**config.mk**
```make
export PLATFORM = sky130hd
export DESIGN_NAME = ftdi_fifo_arbiter
export DESIGN_NICKNAME = d
export VERILOG_FILES = /design/src/rtl/ftdi_fifo_arbiter.sv
export SDC_FILE = /design/constraint.sdc
export NUM_CORES = 1
export LEC_CHECK = 0
export ABC_CLOCK_PERIOD_IN_PS = 2700
export CORE_UTILIZATION = 50
export CTS_BUF_LIST = sky130_fd_sc_hd__clkbuf_2
export DETAILED_ROUTE_END_ITERATION = 6
export DONT_BUFFER_PORTS = 1
export PLACE_DENSITY_LB_ADDON = 0.2
export SYNTH_ARGS = -nofsm -noshare
export SYNTH_HDL_FRONTEND = slang
export SYNTH_SLANG_ARGS = --single-unit
```
**constraint.sdc**
```tcl
create_clock -name clock -period 2.7 [get_ports clock]
set_clock_uncertainty 0.05 [all_clocks]
set_input_delay 0.675 -clock clock [delete_from_list [all_inputs] [get_ports clock]]
set_output_delay 0.675 -clock clock [all_outputs]
set_load 0.005 [all_outputs]
```
**src/rtl/ftdi_fifo_arbiter.sv**
```systemverilog
// ftdi_fifo_arbiter
//
// Sequences the FT232H asynchronous FIFO interface and shares the bidirectional
// 8-bit ADBUS between the host-read path (PC -> FPGA, feeds laser TX) and the
// host-write path (FPGA -> PC, fed by laser RX). Generates RD#/WR#, owns the
// ADBUS tri-state enable, inserts a bus turnaround gap after every transaction
// and alternates between directions when both are pending.
//
// Ports:
//   clock      system clock
//   reset      synchronous, active-high reset
//   en         1 = new transactions may start (in-flight ones always finish)
//   rxf        FTDI RXF#, active low: host byte available
//   txe        FTDI TXE#, active low: FTDI has space
//   adbus_in   ADBUS value from the pins
//   adbus_out  ADBUS drive value (registered)
//   adbus_tri  1 = FPGA drives ADBUS, 0 = high-Z (registered)
//   ftdi_rd    RD#, active low (registered)
//   ftdi_wr    WR#, active low (registered)
//   rx_data    byte read from the host (registered)
//   rx_valid   one-cycle pulse, rx_data valid (registered)
//   rx_ready   downstream can accept one byte
//   tx_data    byte to send to the host
//   tx_valid   tx_data pending; held until accepted
//   tx_ready   one-cycle accept pulse; tx_data captured this cycle (combinational)
//   busy       1 whenever the sequencer is not idle (registered)

module ftdi_fifo_arbiter #(
    parameter int unsigned RD_PULSE = 4,
    parameter int unsigned WR_SETUP = 2,
    parameter int unsigned WR_PULSE = 4,
    parameter int unsigned TURN     = 2
) (
    input  logic       clock,
    input  logic       reset,
    input  logic       en,
    input  logic       rxf,
    input  logic       txe,
    input  logic [7:0] adbus_in,
    output logic [7:0] adbus_out,
    output logic       adbus_tri,
    output logic       ftdi_rd,
    output logic       ftdi_wr,
    output logic [7:0] rx_data,
    output logic       rx_valid,
    input  logic       rx_ready,
    input  logic [7:0] tx_data,
    input  logic       tx_valid,
    output logic       tx_ready,
    output logic       busy
);

    // Single shared down-counter, sized for the longest phase.
    localparam int unsigned MaxRw   = (RD_PULSE > WR_PULSE) ? RD_PULSE : WR_PULSE;
    localparam int unsigned MaxSt   = (WR_SETUP > TURN) ? WR_SETUP : TURN;
    localparam int unsigned MaxPar  = (MaxRw > MaxSt) ? MaxRw : MaxSt;
    localparam int unsigned CntW    = (MaxPar < 1) ? 1 : $clog2(MaxPar + 1);

    // Counter load values: a phase of N cycles counts N-1 down to 0.
    localparam logic [CntW-1:0] RdLast  = CntW'(RD_PULSE - 1);
    localparam logic [CntW-1:0] SuLast  = CntW'(WR_SETUP - 1);
    localparam logic [CntW-1:0] WrLast  = CntW'(WR_PULSE - 1);
    localparam logic [CntW-1:0] TurnLast = CntW'(TURN - 1);
    localparam logic [CntW-1:0] CntOne  = CntW'(1);

    localparam logic GrantRead  = 1'b0;
    localparam logic GrantWrite = 1'b1;

    typedef enum logic [2:0] {
        StIdle,
        StRdLow,
        StWrSetup,
        StWrLow,
        StWrHold,
        StTurn
    } state_e;

    state_e          state_q;
    logic [CntW-1:0] cnt_q;
    logic            last_grant_q;

    logic is_idle;
    logic rd_ok;
    logic wr_ok;
    logic grant_rd;
    logic grant_wr;

    // Eligibility is only meaningful in idle; folding is_idle in here keeps
    // tx_ready from ever pulsing mid-transaction.
    always_comb begin
        is_idle  = (state_q == StIdle);
        rd_ok    = is_idle & en & ~rxf & rx_ready;
        wr_ok    = is_idle & en & ~txe & tx_valid;
        // On contention, serve the direction that was not granted last.
        grant_rd = rd_ok & (~wr_ok | (last_grant_q == GrantWrite));
        grant_wr = wr_ok & (~rd_ok | (last_grant_q == GrantRead));
    end

    assign tx_ready = grant_wr;

    always_ff @(posedge clock) begin
        if (reset) begin
            state_q      <= StIdle;
            cnt_q        <= '0;
            last_grant_q <= GrantWrite;
            ftdi_rd      <= 1'b1;
            ftdi_wr      <= 1'b1;
            adbus_tri    <= 1'b0;
            adbus_out    <= 8'h00;
            rx_data      <= 8'h00;
            rx_valid     <= 1'b0;
            busy         <= 1'b0;
        end else begin
            rx_valid <= 1'b0;

            case (state_q)
                StIdle: begin
                    if (grant_rd) begin
                        state_q      <= StRdLow;
                        cnt_q        <= RdLast;
                        last_grant_q <= GrantRead;
                        ftdi_rd      <= 1'b0;
                        busy         <= 1'b1;
                    end else if (grant_wr) begin
                        // Byte captured now so adbus_out is already stable on
                        // the first driven cycle and never changes until release.
                        state_q      <= StWrSetup;
                        cnt_q        <= SuLast;
                        last_grant_q <= GrantWrite;
                        adbus_out    <= tx_data;
                        adbus_tri    <= 1'b1;
                        busy         <= 1'b1;
                    end
                end

                StRdLow: begin
                    if (cnt_q == '0) begin
                        // Last low cycle: data has had the full pulse to settle.
                        rx_data  <= adbus_in;
                        rx_valid <= 1'b1;
                        ftdi_rd  <= 1'b1;
                        state_q  <= StTurn;
                        cnt_q    <= TurnLast;
                    end else begin
                        cnt_q <= cnt_q - CntOne;
                    end
                end

                StWrSetup: begin
                    if (cnt_q == '0) begin
                        ftdi_wr <= 1'b0;
                        state_q <= StWrLow;
                        cnt_q   <= WrLast;
                    end else begin
                        cnt_q <= cnt_q - CntOne;
                    end
                end

                StWrLow: begin
                    if (cnt_q == '0) begin
                        ftdi_wr <= 1'b1;
                        state_q <= StWrHold;
                    end else begin
                        cnt_q <= cnt_q - CntOne;
                    end
                end

                StWrHold: begin
                    // Data held one cycle past WR# rising, then released.
                    adbus_tri <= 1'b0;
                    state_q   <= StTurn;
                    cnt_q     <= TurnLast;
                end

                StTurn: begin
                    if (cnt_q == '0) begin
                        state_q <= StIdle;
                        busy    <= 1'b0;
                    end else begin
                        cnt_q <= cnt_q - CntOne;
                    end
                end

                default: begin
                    // Unreachable encodings recover to a safe, released bus.
                    state_q   <= StIdle;
                    cnt_q     <= '0;
                    ftdi_rd   <= 1'b1;
                    ftdi_wr   <= 1'b1;
                    adbus_tri <= 1'b0;
                    busy      <= 1'b0;
                end
            endcase
        end
    end

endmodule

```
==> images/clocks.png <==
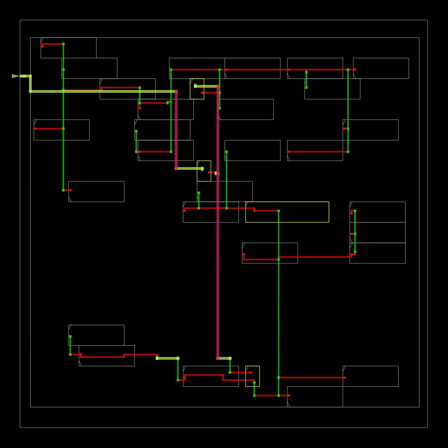
Clk. pwr: 250 uW
CTS Sinks: 28

==> images/flops_by_reg.png <==
Other sequential cells in the stronger gray, the rest of the logic in the fainter gray.
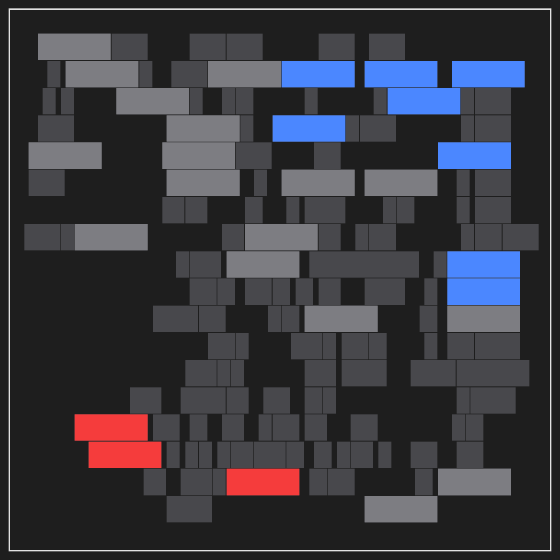
- `adbus_out`: blue (placed flops 8; where top right)
- `cnt_q`: red (placed flops 3)
- not colored: 17

==> ci_impl_report.md <==
## PnR job results

| Metric | Value |
|---|---|
| Final setup vio count | `0` |
| Placed cell count | `171` |
| Iteration-0 DRC Markers | `13` |
| Top cells excl fill/tap | `dfxtp_1, nor2_1, mux2i_1` |
| Warning total across the stage logs | `28` |
| Simple Share, Synth | `21.3%` |
| Hold path startpoint | `reset` |
| Htree depth | `1` |
| Synth top cells by count | `dfxtp_1, nor2_1, mux2i_1` |
| Wire per inst | `14.0 um` |
| Row count | `18` |
| Vias per Instance | `5.89` |
| Post-route setup slack | `0.373 ns` |
| Die area | `2920 um2` |
| MUX area fraction | `12.7%` |
| Logic power comb | `641 uW` |
| Fmax | `0.430 GHz` |
| Min-Delay Path Class | `primary input to register` |
| Outcome | `completed` |
| Postcts setup bufs | `0` |
| Fin crit period | `2.33 ns` |
| Fillers | `237` |
| Max-area cell share | `41.4%` |
| Synth Register Bits | `28` |
| Met2 WL | `1110 um` |
| Sequential fraction of the synthesis area | `41.4%` |
| Most numerous cell in the Yosys netlist | `dfxtp_1` |
| Pre-CTS setup slack | `0.593 ns` |
| Largest net degree at the start of global routing | `31` |
| CP cell instances | `or3_4 -> a211oi_2` |
| CP Data Arrival Time | `1.60 ns` |
| Port bufs | `0` |
| GP Congestion | `0.743` |
| Non-filler cells, final | `175` |
| CTS root buf | `clkbuf_2` |
==> images/clk_routes.png <==
Bar = 20 um.
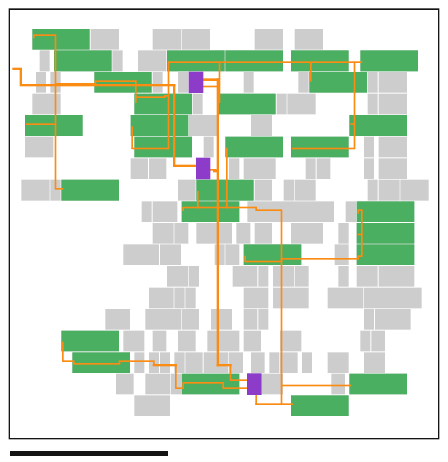
- flip-flops: green (count 28)
- clock drivers: purple (count 3)
- clock wires: orange (length 317 um)
- flops lie: all over the die

[layout make-up]
| class | count | area (um2) | share of cell area [%] |
|---|---|---|---|
| multi-input cells | 107 | 726 | 51.9 |
| flip-flops and latches | 28 | 561 | 40.1 |
| well taps | 30 | 37.5 | 2.68 |
| clock inverters | 1 | 30.0 | 2.15 |
| clock buffers | 3 | 15.0 | 1.07 |
| repair buffers | 2 | 15.0 | 1.07 |
| inverters | 4 | 15.0 | 1.07 |
[flip-flops by register name, indices dropped and copies added (netlist names)]
name / cells
rx_valid: 1
ftdi_rd: 1
adbus_tri: 1
state_q: 3
last_grant_q: 1
ftdi_wr: 1
cnt_q: 3
rx_data: 8
adbus_out: 8
busy: 1
Power and IR drop assume default switching activity.
